[config.mk]
export PLATFORM = sky130hd
export DESIGN_NAME = mc_control_fsm
export DESIGN_NICKNAME = d
export VERILOG_FILES = /design/src/rtl/mc_control_fsm.sv
export SDC_FILE = /design/constraint.sdc
export NUM_CORES = 1
export LEC_CHECK = 0
export ABC_AREA = 1
export CAP_MARGIN = 20
export CORE_AREA = 2 2 66 94
export CTS_CLUSTER_SIZE = 28
export DETAILED_ROUTE_END_ITERATION = 10
export DIE_AREA = 0 0 68 96
export PLACE_DENSITY_LB_ADDON = 0.05
export SYNTH_ARGS = -nofsm -noshare
export SYNTH_HDL_FRONTEND = slang
export SYNTH_SLANG_ARGS = --single-unit
[constraint.sdc]
create_clock -name clk -period 3.9 [get_ports clk]
set_input_delay 0.78 -clock clk [delete_from_list [all_inputs] [get_ports clk]]
set_output_delay 0.78 -clock clk [all_outputs]
set_load 0.005 [all_outputs]
[src/rtl/mc_control_fsm.sv]
// Multicycle MIPS sequencing controller: steps the shared datapath through
// fetch/decode/execute/memory/write-back with a mem_ready stall handshake.
module mc_control_fsm #(
  parameter int CNT_W = 16
) (
  input  logic             clk,
  input  logic             reset,
  input  logic [5:0]       opcode,
  input  logic             mem_ready,
  output logic             PCWrite,
  output logic             PCWriteCond,
  output logic             IorD,
  output logic             MemRead,
  output logic             MemWrite,
  output logic             MemtoReg,
  output logic             IRWrite,
  output logic             ALUSrcA,
  output logic             RegWrite,
  output logic             RegDst,
  output logic [1:0]       ALUSrcB,
  output logic [1:0]       ALUOp,
  output logic [1:0]       PCSource,
  output logic [3:0]       state,
  output logic [CNT_W-1:0] instr_count,
  output logic             illegal_op
);

  localparam logic [5:0] OP_RTYPE = 6'b000000;
  localparam logic [5:0] OP_LW    = 6'b100011;
  localparam logic [5:0] OP_SW    = 6'b101011;
  localparam logic [5:0] OP_BEQ   = 6'b000100;
  localparam logic [5:0] OP_ADDI  = 6'b001000;
  localparam logic [5:0] OP_J     = 6'b000010;

  typedef enum logic [3:0] {
    S_FETCH   = 4'd0,
    S_DECODE  = 4'd1,
    S_MEMADR  = 4'd2,
    S_MEMRD   = 4'd3,
    S_MEMWB   = 4'd4,
    S_MEMWR   = 4'd5,
    S_RTEXE   = 4'd6,
    S_RTWB    = 4'd7,
    S_BRANCH  = 4'd8,
    S_ADDIEX  = 4'd9,
    S_ADDIWB  = 4'd10,
    S_JUMP    = 4'd11,
    S_ILLEGAL = 4'd12
  } state_e;

  state_e           r_state;
  logic [CNT_W-1:0] r_count;
  logic             r_illegal;
  logic             r_is_lw;

  // NOTE: sequential state uses non-blocking assignments so every register
  // samples the pre-edge values; the reset branch is synchronous by design.
  always_ff @(posedge clk) begin
    if (!reset) begin
      r_state   <= S_FETCH;
      r_count   <= '0;
      r_illegal <= 1'b0;
      r_is_lw   <= 1'b0;
    end else begin
      case (r_state)
        S_FETCH:  if (mem_ready) r_state <= S_DECODE;
        S_DECODE: begin
          // opcode is only trusted here, so lw/sw is remembered for MEMADR.
          r_is_lw <= (opcode == OP_LW);
          case (opcode)
            OP_LW, OP_SW: r_state <= S_MEMADR;
            OP_RTYPE:     r_state <= S_RTEXE;
            OP_BEQ:       r_state <= S_BRANCH;
            OP_ADDI:      r_state <= S_ADDIEX;
            OP_J:         r_state <= S_JUMP;
            default: begin
              r_state   <= S_ILLEGAL;
              r_illegal <= 1'b1;
            end
          endcase
        end
        S_MEMADR: r_state <= r_is_lw ? S_MEMRD : S_MEMWR;
        S_MEMRD:  if (mem_ready) r_state <= S_MEMWB;
        S_MEMWR: begin
          if (mem_ready) begin
            r_state <= S_FETCH;
            r_count <= r_count + 1'b1;
          end
        end
        S_RTEXE:  r_state <= S_RTWB;
        S_ADDIEX: r_state <= S_ADDIWB;
        S_MEMWB, S_RTWB, S_ADDIWB, S_BRANCH, S_JUMP: begin
          r_state <= S_FETCH;
          r_count <= r_count + 1'b1;
        end
        default:  r_state <= S_FETCH;
      endcase
    end
  end

  // NOTE: every output gets a default before the case so no latch is inferred.
  always_comb begin
    PCWrite     = 1'b0;
    PCWriteCond = 1'b0;
    IorD        = 1'b0;
    MemRead     = 1'b0;
    MemWrite    = 1'b0;
    MemtoReg    = 1'b0;
    IRWrite     = 1'b0;
    ALUSrcA     = 1'b0;
    RegWrite    = 1'b0;
    RegDst      = 1'b0;
    ALUSrcB     = 2'b00;
    ALUOp       = 2'b00;
    PCSource    = 2'b00;
    if (reset) begin
      case (r_state)
        S_FETCH: begin
          MemRead = 1'b1;
          ALUSrcB = 2'b01;
          IRWrite = mem_ready;
          PCWrite = mem_ready;
        end
        S_DECODE: ALUSrcB = 2'b11;
        S_MEMADR: begin
          ALUSrcA = 1'b1;
          ALUSrcB = 2'b10;
        end
        S_MEMRD: begin
          MemRead = 1'b1;
          IorD    = 1'b1;
        end
        S_MEMWB: begin
          RegWrite = 1'b1;
          MemtoReg = 1'b1;
        end
        S_MEMWR: begin
          MemWrite = 1'b1;
          IorD     = 1'b1;
        end
        S_RTEXE: begin
          ALUSrcA = 1'b1;
          ALUOp   = 2'b10;
        end
        S_RTWB: begin
          RegWrite = 1'b1;
          RegDst   = 1'b1;
        end
        S_BRANCH: begin
          ALUSrcA     = 1'b1;
          ALUOp       = 2'b01;
          PCWriteCond = 1'b1;
          PCSource    = 2'b01;
        end
        S_ADDIEX: begin
          ALUSrcA = 1'b1;
          ALUSrcB = 2'b10;
        end
        S_ADDIWB: RegWrite = 1'b1;
        S_JUMP: begin
          PCWrite  = 1'b1;
          PCSource = 2'b10;
        end
        default: ;
      endcase
    end
  end

  assign state       = reset ? r_state : 4'd0;
  assign instr_count = r_count;
  assign illegal_op  = r_illegal;

endmodule

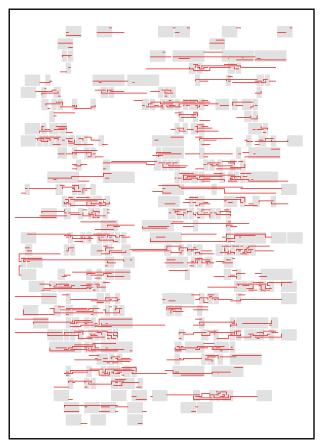
(run_1/met1.png)
share of all routed wire	40%
main direction	horizontal

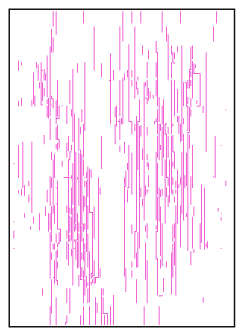
(run_1/met2.png)
wire length on this layer	2520 µm
nets with wire on the layer	248
share of all routed wire	55%
longest straight run	41.8 µm

==> ci_impl_report.md, run 1 <==
## Implementation flow summary

| Metric | Value |
|---|---|
| Outcome | complete, no violations |
| Clk slew on worst S/H paths | 0.08 ns |
| Leading area contributor after synthesis | dfxtp_1 |
| Pwr/cell area | 384 mW/mm² |
| Clk cell area share | 2.62% |
| Via density | 4.69 |
| Chip area | 0.00653 mm² |
| Crit-path leading delay family | buffers and inverters |
| Static leakage | 0.829 nW |
| Final count of pins violating max slew | 0 |
| Max Fclk | 301 MHz |
| FF-to-FF Start | r_state[3] |
| GR Util All Layers | 15.1% |
| Crit-path cells | clkdlybuf4s50_1, inv_1, a221oi_1, clkdlybuf4s50_1 |
| Global-route wire length before repair | 7530 µm |
| Clock distribution power | 170 µW |
| Seq area share | 21.0% |
| Worst Hold Class | flip-flop to flip-flop |
| Inserted Clock Buffers | 3 |
| Gate Count Post-Synth | 265 |
| Simple share | 45.5% |
| Post-route ant nets | 0 |
| Well Taps | 70 |
| Fa+ha+maj area frac | 0.808% |
| Top cells excl fill/tap | nand2_1, clkdlybuf4s50_1, nor2_1 |
| CP startpoint | reset |
| Met1 Wirelength | 1830 µm |
| Ys async rst share | 0% |
| Insertion Delay late pin | 0.26 ns |
| Sequential element share of the synthesized area | 28.4% |
| Relative slew slack | 71.9% |
| Min Clock Period, post-route | 3.32 ns |
| WL met2 | 2520 µm |
| Logic Gate Count | 204 |
| Die height | 96 µm |
| Clock Path Buffers | 2 |
| Share of cells above drive strength 1 | 4.55% |
| Yosys cell count | 265 |
| Initial core utilization | 27.2% |
| XOR Share, Synth | 2.83% |
| Most frequent logic cell in the layout | nand2_1 |
| CP Class | primary input to primary output |
| FFs & Latches | 22 |
| Ports | 46 |
| Worst r2r path cells | 6 |
| Cell with the most instances after synthesis | nand2_1 |
| Aoi share | 11.6% |
| Hold depth | 2 |
| DRC viols | 0 |
| Die width | 68 µm |
| Count of cell types in the netlist | 28 |
| 1st-iter DRT viols | 67 |
| Routed wl met3 | 137 µm |
| Max incr delay on CP | 0.68 ns |
| Combinational power share | 43.8% |
| Main power group | combinational logic |
| Min-delay src | illegal_op |
| Fill cell count | 650 |
| Final Skew | 0.00259 ns |
| Final Setup Violations | 0 |
| Post-Syn Area | 0.00155 mm² |
| YS chip area | 0.00155 mm² |
| Syn_nets | 275 |
| Worst Hold End | illegal_op |
| Yosys Warn Count | 0 |
| Sw Share | 40.4% |
| Number of diodes | 0 |
| NonClk Buf Share | 21.8% |
| Max reg flops | 16 |
| CORE AREA | 0.00570 mm² |
| Top logic family | simple AND/OR/NAND/NOR gates |
| CP endpoint | ALUSrcA |
| Cell type taking the most area | combinational gates |
| WP depth | 4 |
| Worst-path maximum fanout | 11 |
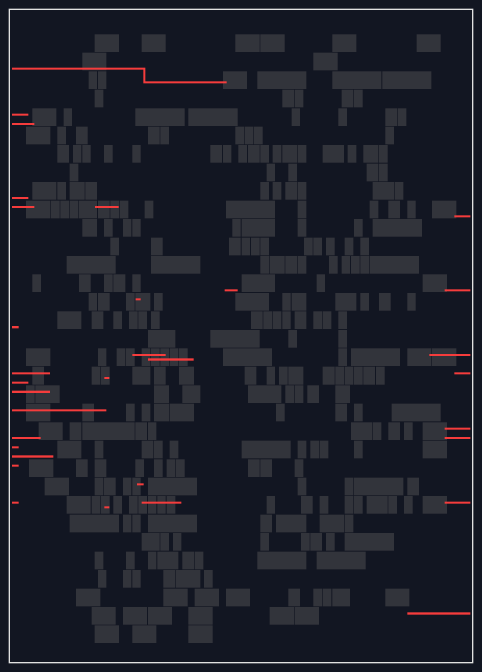
(run_1/met3.png)
nets with wire on the layer	29
longest straight run	19.3 µm
share of all routed wire	3.0%

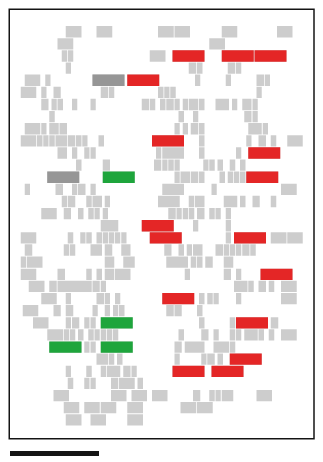
(run_1/registers.png)
Scale bar: 20 µm. Other sequential cells in the stronger grey, the rest of the logic in the fainter grey.
colour	name in the netlist	placed flops
red	instr_count	16
green	r_state	4
not coloured	2

[run 1: layer usage]
layer  track usage [%]  up-vias
met5                 0        -
met4              5.17        0
met3              1.99        6
met2              29.1       36
met1              16.2      801
li1                  -      929
[run 1: metrics by stage]
stage          instance area (µm²)  setup WS [ns]  power [mW]  std cells  utilization (%)
2_1_floorplan                 1550           1.57       0.514        265                -
3_3_place_gp                  2050          0.569       0.651        374             35.9
3_5_place_dp                  2050          0.550       0.646        374             35.9
4_1_cts                       2100          0.551       0.815        378             36.9
5_1_grt                       2100          0.430       0.866        378             36.9
6_report                      2100          0.580       0.806        378             36.9
[run 1: worst reg2reg max path: stages (launching register included)]
cell,delay (ns)
dfxtp_1,0.49
nand2_1,0.17
o21ai_1,0.18
nand2_2,0.27
inv_2,0.31
nand2_1,0.09
a21oi_1,0.12
==> run 2, diff against run 1 <==
--- a/config.mk
+++ b/config.mk
@@ -12,6 +12,7 @@
 export DETAILED_ROUTE_END_ITERATION = 10
 export DIE_AREA = 0 0 68 96
 export PLACE_DENSITY_LB_ADDON = 0.05
+export SKIP_CTS_REPAIR_TIMING = 1
 export SYNTH_ARGS = -nofsm -noshare
 export SYNTH_HDL_FRONTEND = slang
 export SYNTH_SLANG_ARGS = --single-unit
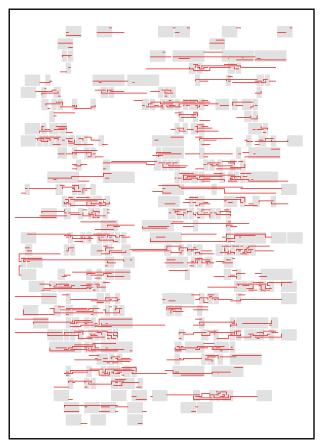
(run_2/met1.png)
wire length on this layer	1830 µm
main direction	horizontal
nets with wire on the layer	284
share of all routed wire	40%
longest straight run	22.5 µm

==> ci_impl_report.md, run 2 <==
## Implementation flow summary

| Metric | Value |
|---|---|
| Comb/total area | 44.7% |
| Global-route wire length before repair | 7530 µm (unchanged) |
| Final Power | 806 µW (unchanged) |
| Logic Gate Count | 204 (unchanged) |
| DRC viols | 0 (unchanged) |
| Via density | 4.69 (unchanged) |
| CORE AREA | 0.00570 mm² (unchanged) |
| Fin worst setup slack | 0.580 ns (unchanged) |
| Fill cell count | 650 (unchanged) |
| Type of origin of the critical path | primary input |
| Cell with the most instances after synthesis | nand2_1 |
| Cell type taking the most area | combinational gates |
| Aoi share | 11.6% (unchanged) |
| Pre-CTS setup slack | 0.550 ns (unchanged) |
| Well Taps | 70 (unchanged) |
| Top logic family | simple AND/OR/NAND/NOR gates |
| Final Skew | 0.00259 ns (unchanged) |
| M3 GR Usage | 1.99% (unchanged) |
| Gate Count Post-Synth | 265 (unchanged) |
| Mux share | 0% |
| Worst Hold Class | flip-flop to flip-flop |
| Combinational power share | 43.8% (about the same) |
| Clk cell area share | 2.62% (unchanged) |
| Main synth FF type | dfxtp_1 |
| Chip area | 0.00653 mm² (unchanged) |
| Ys async rst share | 0% (unchanged) |
| Post-route ant nets | 0 (unchanged) |
| Crit-path leading delay family | buffers and inverters |
| Die height | 96 µm (unchanged) |
| Seq area share | 21.0% (unchanged) |
| Static leakage | 0.829 nW (unchanged) |
| GR Util met2 | 29.1% (unchanged) |
| Top cells excl fill/tap | nand2_1, clkdlybuf4s50_1, nor2_1 |
| Yosys cell count | 265 (unchanged) |
| Post-Syn Area | 0.00155 mm² (unchanged) |
| Met1 Resource Use GR | 16.2% (unchanged) |
| Routed Wire Length | 4560 µm |
| Yosys Warn Count | 0 (unchanged) |
| Die width | 68 µm (unchanged) |
| Simple share | 45.5% (unchanged) |
| Share of cells above drive strength 1 | 4.55% (unchanged) |
| YS chip area | 0.00155 mm² (unchanged) |
| Max reg flops | 16 (unchanged) |
| Clock distribution power | 170 µW (about the same) |
| Final Setup Violations | 0 (unchanged) |
| Min Clock Period, post-route | 3.32 ns (unchanged) |
| Placed Area | 0.00205 mm² (unchanged) |
| GR Util All Layers | 15.1% (unchanged) |
| Sequential element share of the synthesized area | 28.4% (unchanged) |
| Inserted Clock Buffers | 3 (unchanged) |
| Pwr/cell area | 384 mW/mm² (unchanged) |
| XOR Share, Synth | 2.83% (unchanged) |
| 1st-iter DRT viols | 67 (unchanged) |
| Syn_nets | 275 (unchanged) |
| Max Fclk | 301 MHz (unchanged) |
| FFs & Latches | 22 (unchanged) |
| Clk slew on worst S/H paths | 0.08 ns (about the same) |
| Crit-path cells | clkdlybuf4s50_1, inv_1, a221oi_1, clkdlybuf4s50_1 |
| Area contributors post-synth | dfxtp_1, nand2_1, nor2_1, inv_1, a21oi_1 |
| NonClk Buf Share | 21.8% (unchanged) |
| DRT Pass-1 Iters | 4 |
| Max incr delay on CP | 0.68 ns (about the same) |
| Fa+ha+maj area frac | 0.808% (unchanged) |
| Worst-path maximum fanout | 11 (unchanged) |
| Most frequent logic cell in the layout | nand2_1 |
| Main power group | combinational logic |
| Ports | 46 (unchanged) |
| Final Util | 36.9% (unchanged) |
| Clock Path Buffers | 2 (unchanged) |
| CP Class | primary input to primary output |
| Insertion Delay late pin | 0.26 ns (about the same) |
| Initial core utilization | 27.2% (unchanged) |
| Count of cell types in the netlist | 28 (unchanged) |
| Worst-Margin Slew | 0.421 ns |
| P_comb | 353 µW |
| Grt peak-use layer | met2 |
| Sw Share | 40.4% (unchanged) |
| Placed cells | 374 (unchanged) |
| Finished Layout Cells | 378 (unchanged) |
| Leading area contributor after synthesis | dfxtp_1 |
| CP arrival | 2.54 ns |
| Design Area, Final | 0.00210 mm² (unchanged) |
| Final count of pins violating max slew | 0 (unchanged) |
| Logic area | 940 µm² |
| Outcome | complete, no violations |
| Relative slew slack | 71.9% (unchanged) |
| Number of diodes | 0 (unchanged) |
## run 2: routing by layer
metal | wire length, µm | vias to the layer above
met1 | 1830 | 801
met4 | 76 | 0
met2 | 2520 | 36
met5 | 0 | -
met3 | 137 | 6
li1 | - | 929
## run 2: path summary, 6_finish.rpt
| check | startpoint | end | slack, ns | cells past startpoint |
|---|---|---|---|---|
| max | reset | ALUSrcA | 0.58 | 4 |
| max reg2reg | r_state[3] | instr_count[13] | 2.20 | 6 |
| min reg2reg | illegal_op | illegal_op | 0.46 | 2 |
| min | illegal_op | illegal_op | 0.46 | 2 |
## run 2: worst register-to-register path, delay by kind of cell, from the launching register on
kind / cells / cell delay [ns]
and+or+nand+nor: 3 / 0.53
DFF: 1 / 0.49
buffers and inverters: 1 / 0.31
AOI/OAI and AO/OA: 2 / 0.30
Power is estimated from default activity; no workload was simulated.
